### config.mk
export PLATFORM = sky130hd
export DESIGN_NAME = addsub_seq_flat
export DESIGN_NICKNAME = d
export VERILOG_FILES = /design/src/rtl/addsub_seq_if.sv /design/src/rtl/addsub_seq.sv /design/src/flat_wrapper.sv
export SDC_FILE = /design/constraint.sdc
export NUM_CORES = 1
export LEC_CHECK = 0
export CORE_AREA = 3 3 121 123
export CTS_BUF_LIST = sky130_fd_sc_hd__clkbuf_8
export DETAILED_ROUTE_END_ITERATION = 8
export DIE_AREA = 0 0 124 126
export GPL_TIMING_DRIVEN = 0
export PLACE_DENSITY = 0.8
export SYNTH_ARGS = -nofsm -noshare
export SYNTH_HDL_FRONTEND = slang
export SYNTH_SLANG_ARGS = --single-unit
### constraint.sdc
create_clock -name clk -period 4.55 [get_ports clk]
set_clock_uncertainty 0.2 [all_clocks]
set_input_delay 0.6825 -clock clk [delete_from_list [all_inputs] [get_ports clk]]
set_output_delay 0.6825 -clock clk [all_outputs]
set_load 0.01 [all_outputs]
### src/rtl/addsub_seq_if.sv
// Operand/result bundle for addsub_seq: the requester drives start/A/B/M,
// the adder returns busy/done, the registered result S and the flags C/V/N/Z.
interface addsub_seq_if #(
  parameter int WIDTH = 32
);
  logic             start;
  logic [WIDTH-1:0] A;
  logic [WIDTH-1:0] B;
  logic             M;
  logic             busy;
  logic             done;
  logic [WIDTH-1:0] S;
  logic             C;
  logic             V;
  logic             N;
  logic             Z;

  modport master (
    output start, A, B, M,
    input  busy, done, S, C, V, N, Z
  );

  modport slave (
    input  start, A, B, M,
    output busy, done, S, C, V, N, Z
  );
endinterface

### src/rtl/addsub_seq.sv
// Multi-cycle adder/subtractor: computes A+B or A-B one SLICE-wide slice per
// clock, LSB slice first, then publishes S and the C/V/N/Z flags with a done pulse.
module addsub_seq #(
  parameter int WIDTH = 32,
  parameter int SLICE = 8
) (
  input  logic               clk,
  input  logic               reset_n,
  addsub_seq_if.slave        bus,
  output logic [1:0]         state_dbg
);
  // Handshake: start is sampled on a rising edge only while busy=0 (IDLE or
  // DONE); busy is high exactly during the NS computing cycles and done is a
  // one-cycle pulse in which S and the flags have just been updated.

  localparam int NS = WIDTH / SLICE;
  localparam int IW = (NS > 1) ? $clog2(NS) : 1;

  typedef enum logic [1:0] {
    IDLE = 2'd0,
    CALC = 2'd1,
    DONE = 2'd2
  } state_t;

  state_t           state_q, state_d;
  logic             capture;
  logic             last_slice;
  logic [WIDTH-1:0] a_q, bx_q, acc_q, res_d;
  logic             carry_q;
  logic [IW-1:0]    idx_q;
  logic [SLICE-1:0] sl_a, sl_b;
  logic [SLICE:0]   slice_sum;
  int               lo;
  logic [WIDTH-1:0] s_q;
  logic             c_q, v_q, n_q, z_q;

  assign last_slice = (idx_q == IW'(NS - 1));

  always_comb begin
    state_d = state_q;
    capture = 1'b0;
    case (state_q)
      IDLE: begin
        if (bus.start) begin
          capture = 1'b1;
          state_d = CALC;
        end
      end
      CALC: begin
        if (last_slice) state_d = DONE;
      end
      DONE: begin
        if (bus.start) begin
          capture = 1'b1;
          state_d = CALC;
        end else begin
          state_d = IDLE;
        end
      end
      default: state_d = IDLE;
    endcase
  end

  // Current slice is picked by shifting; the partial result is merged back
  // into the accumulator under a slice mask at the same bit offset.
  always_comb begin
    lo        = int'(idx_q) * SLICE;
    sl_a      = SLICE'(a_q >> lo);
    sl_b      = SLICE'(bx_q >> lo);
    slice_sum = {1'b0, sl_a} + {1'b0, sl_b} + (SLICE + 1)'(carry_q);
    res_d     = (acc_q & ~(WIDTH'({SLICE{1'b1}}) << lo))
              | (WIDTH'(slice_sum[SLICE-1:0]) << lo);
  end

  always_ff @(posedge clk or negedge reset_n) begin
    if (!reset_n) begin
      state_q <= IDLE;
      a_q     <= '0;
      bx_q    <= '0;
      acc_q   <= '0;
      carry_q <= 1'b0;
      idx_q   <= '0;
      s_q     <= '0;
      c_q     <= 1'b0;
      v_q     <= 1'b0;
      n_q     <= 1'b0;
      z_q     <= 1'b0;
    end else begin
      state_q <= state_d;
      if (capture) begin
        a_q     <= bus.A;
        bx_q    <= bus.M ? ~bus.B : bus.B;
        carry_q <= bus.M;
        idx_q   <= '0;
        acc_q   <= '0;
      end else if (state_q == CALC) begin
        acc_q   <= res_d;
        carry_q <= slice_sum[SLICE];
        idx_q   <= idx_q + IW'(1);
        if (last_slice) begin
          s_q <= res_d;
          c_q <= slice_sum[SLICE];
          v_q <= (a_q[WIDTH-1] & bx_q[WIDTH-1] & ~res_d[WIDTH-1])
               | (~a_q[WIDTH-1] & ~bx_q[WIDTH-1] & res_d[WIDTH-1]);
          n_q <= res_d[WIDTH-1];
          z_q <= ~|res_d;
        end
      end
    end
  end

  assign bus.busy  = (state_q == CALC);
  assign bus.done  = (state_q == DONE);
  assign bus.S     = s_q;
  assign bus.C     = c_q;
  assign bus.V     = v_q;
  assign bus.N     = n_q;
  assign bus.Z     = z_q;
  assign state_dbg = state_q;
endmodule
### src/flat_wrapper.sv
// flat-port wrapper written by rule: the top's interface ports become plain ports
module addsub_seq_flat 
#(
  parameter int WIDTH = 32,
  parameter int SLICE = 8
)
  (clk, reset_n, state_dbg, bus_start, bus_A, bus_B, bus_M, bus_busy, bus_done, bus_S, bus_C, bus_V, bus_N, bus_Z);
  addsub_seq_if #(.WIDTH(WIDTH)) bus_i ();
  input  logic clk;
  input  logic reset_n;
  output logic [1:0] state_dbg;
  input wire logic [$bits(bus_i.start)-1:0] bus_start;
  input wire logic [$bits(bus_i.A)-1:0] bus_A;
  input wire logic [$bits(bus_i.B)-1:0] bus_B;
  input wire logic [$bits(bus_i.M)-1:0] bus_M;
  output wire logic [$bits(bus_i.busy)-1:0] bus_busy;
  output wire logic [$bits(bus_i.done)-1:0] bus_done;
  output wire logic [$bits(bus_i.S)-1:0] bus_S;
  output wire logic [$bits(bus_i.C)-1:0] bus_C;
  output wire logic [$bits(bus_i.V)-1:0] bus_V;
  output wire logic [$bits(bus_i.N)-1:0] bus_N;
  output wire logic [$bits(bus_i.Z)-1:0] bus_Z;
  assign bus_i.start = bus_start;
  assign bus_i.A = bus_A;
  assign bus_i.B = bus_B;
  assign bus_i.M = bus_M;
  assign bus_busy = bus_i.busy;
  assign bus_done = bus_i.done;
  assign bus_S = bus_i.S;
  assign bus_C = bus_i.C;
  assign bus_V = bus_i.V;
  assign bus_N = bus_i.N;
  assign bus_Z = bus_i.Z;
  addsub_seq #(.WIDTH(WIDTH), .SLICE(SLICE)) u_core (.clk(clk), .reset_n(reset_n), .bus(bus_i), .state_dbg(state_dbg));
endmodule
**Wiring by layer**

Drawn at 3 px/um. Only two layers are drawn.
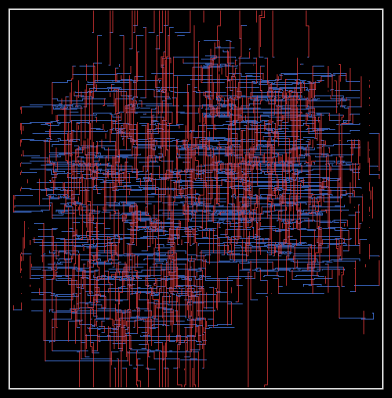
met1: in blue, wire length 6750 um. met2: in red, wire length 7710 um.

**Cell placement**

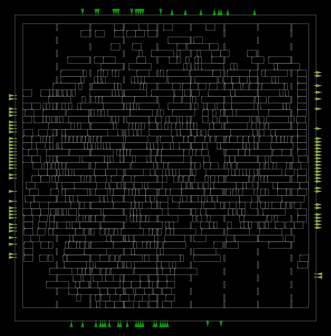
fin util: 0.563
registers: 129
non-filler cells, final: 926

**The metal 3 layer**

Drawn at 3 px/um.
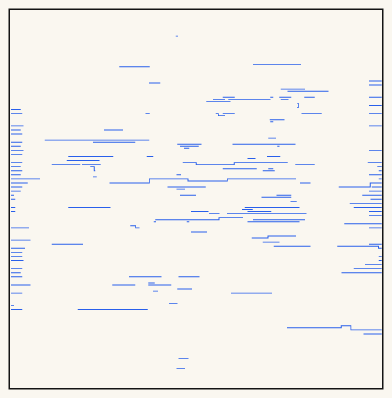
The layer carries 1020 um of wire. 123 nets have wire on it.
met3 Usage GRT: 0.0494
Via Count: 5004

==> impl_metrics.ini <==
; generated from flow reports
[synthesis]
postSynthSeqShare = 0.530
mux_share = 0.0591
ys_types = 37
ys_area_mm2 = 0.00609
ys_ff = 129
synth.most_common_cell = nand2_1
ys_warn_count = 0
netlist_instances = 609
topCellsByArea = dfrtp_1 (53%), nand2_1 (10%), mux4_2 (5.9%)
ys_async_sr_fraction = 1.00
synthAoiAreaFrac = 0.135
ff_type = dfrtp_1
top_cell_area_share = 0.530
top_cells_by_count = nand2_1 (167), dfrtp_1 (129), o21ai_0 (64)
netlist_area_mm2 = 0.00609
yosys.area_share.xor_xnor = 0.0546

[final_layout]
buf_share = 0.165
comb_area_mm2 = 0.00266
fillers = 1236
seqCellArea_mm2 = 0.00323
num-nets-final = 817
most-common-layout-cells = nand2_1 (167), dfrtp_1 (129), clkdlybuf4s50_1 (105), o21ai_0 (64), nor2_1 (37)
syn_to_final_growth_pct = 27.2
sh_comb_area = 0.344
nonClockBufferCount = 149
design_area_mm2 = 0.00775
nClkBuffers = 18
clkCellAreaFrac = 0.0421
seq_share = 0.416
diodes = 0
drive_gt1_frac = 0.0777
logic_gates = 432

[placement]
pre_cts_ws_ns = 0.156
gp_congestion = 0.910
io_buffers = 106
dpl.hpwl_um = 11600

[setup_path]
crit_path_start_kind = register
critPathBufInv = 3
worstPathCellList = buf_6, clkbuf_1, clkbuf_1, mux4_2, ha_1, nand2_1, o31ai_2, xor2_2, a22oi_1, nand4_1, o31ai_2
crit_required_ns = 4.70
slowest_delay_ns = 0.60
crit_family = buffers and inverters
crit_fanout = 10
critPathSlowestCell = clkbuf_1

[floorplanning]
initial_core_util = 0.442
dieArea_mm2 = 0.0156
die_y_um = 126
core_mm2 = 0.0138
n_tap_cell = 180
boundaryPins = 108

[global_route]
globalRouteTotalUtil = 0.215
grt_pass1_wl_um = 25800
gr-total-overflow = 0
antenna_found_initial = 0
grt_max_degree = 84
grt_pass1_vias = 5084

[routing]
drt_iter0_markers = 477
wire_per_inst_um = 17.2
postRouteAntennaNets = 0
viasPerCell = 5.40
drcViolationCount = 0
routed_wl_um = 15900
drtPass1Iterations = 5

[pwr]
total_power_uw = 6410
p_comb_uw = 3620
power_clock_uw = 838
seqPwrFrac = 0.304
power.internal_uw = 3500
powerDensity_mw_per_mm2 = 826
cellLeakagePower_uw = 0.00345
power.net_switching_uw = 2900

[clocking]
h-tree-depth = 4
cts_buffer_depth = 2
cts.sinks = 129
cts_setup_buffers = 0
cts-hold-fix-buffers = 1
ctsResizeCount = 0
root_buffer = clkbuf_8
clock_latency_ns = 0.44

[job]
warnings = 29
drv_cap = 0

[sta]
max_freq_ghz = 0.233
setup_viol = 0
fin_ws_ns = 0.254
holdWs_ns = 0.275
slew_violations = 0
tns_ns = 0
worst_pin_slew_ns = 0.862
fin_crit_ns = 4.30
rsz0062_at_grt = false

[worst_hold_path]
hp-class = reg -> reg

[run_status]
outcome = complete, no violations
[path summary, 6_finish.rpt]
check / start / end / slack [ns] / cells past startpoint
setup reg to reg: u_core.idx_q[1] / u_core.bus.Z / 0.25 / 11
min in group asynchronous: reset_n / u_core.bus.S[24] / 0.54 / 2
setup / recovery: u_core.idx_q[1] / u_core.bus.Z / 0.25 / 11
hold / removal: u_core.a_q[22] / u_core.a_q[22] / 0.27 / 2
hold reg to reg: u_core.a_q[22] / u_core.a_q[22] / 0.27 / 2
max in group asynchronous: reset_n / u_core.a_q[12] / 2.86 / 3
[metal layers]
metal  wire, um  track usage  vias up
met4        424       0.0870        0
li1           -            -     2324
met2       7710        0.336      226
met1       6750        0.292     2426
met5          0            0        -
met3       1020       0.0494       28
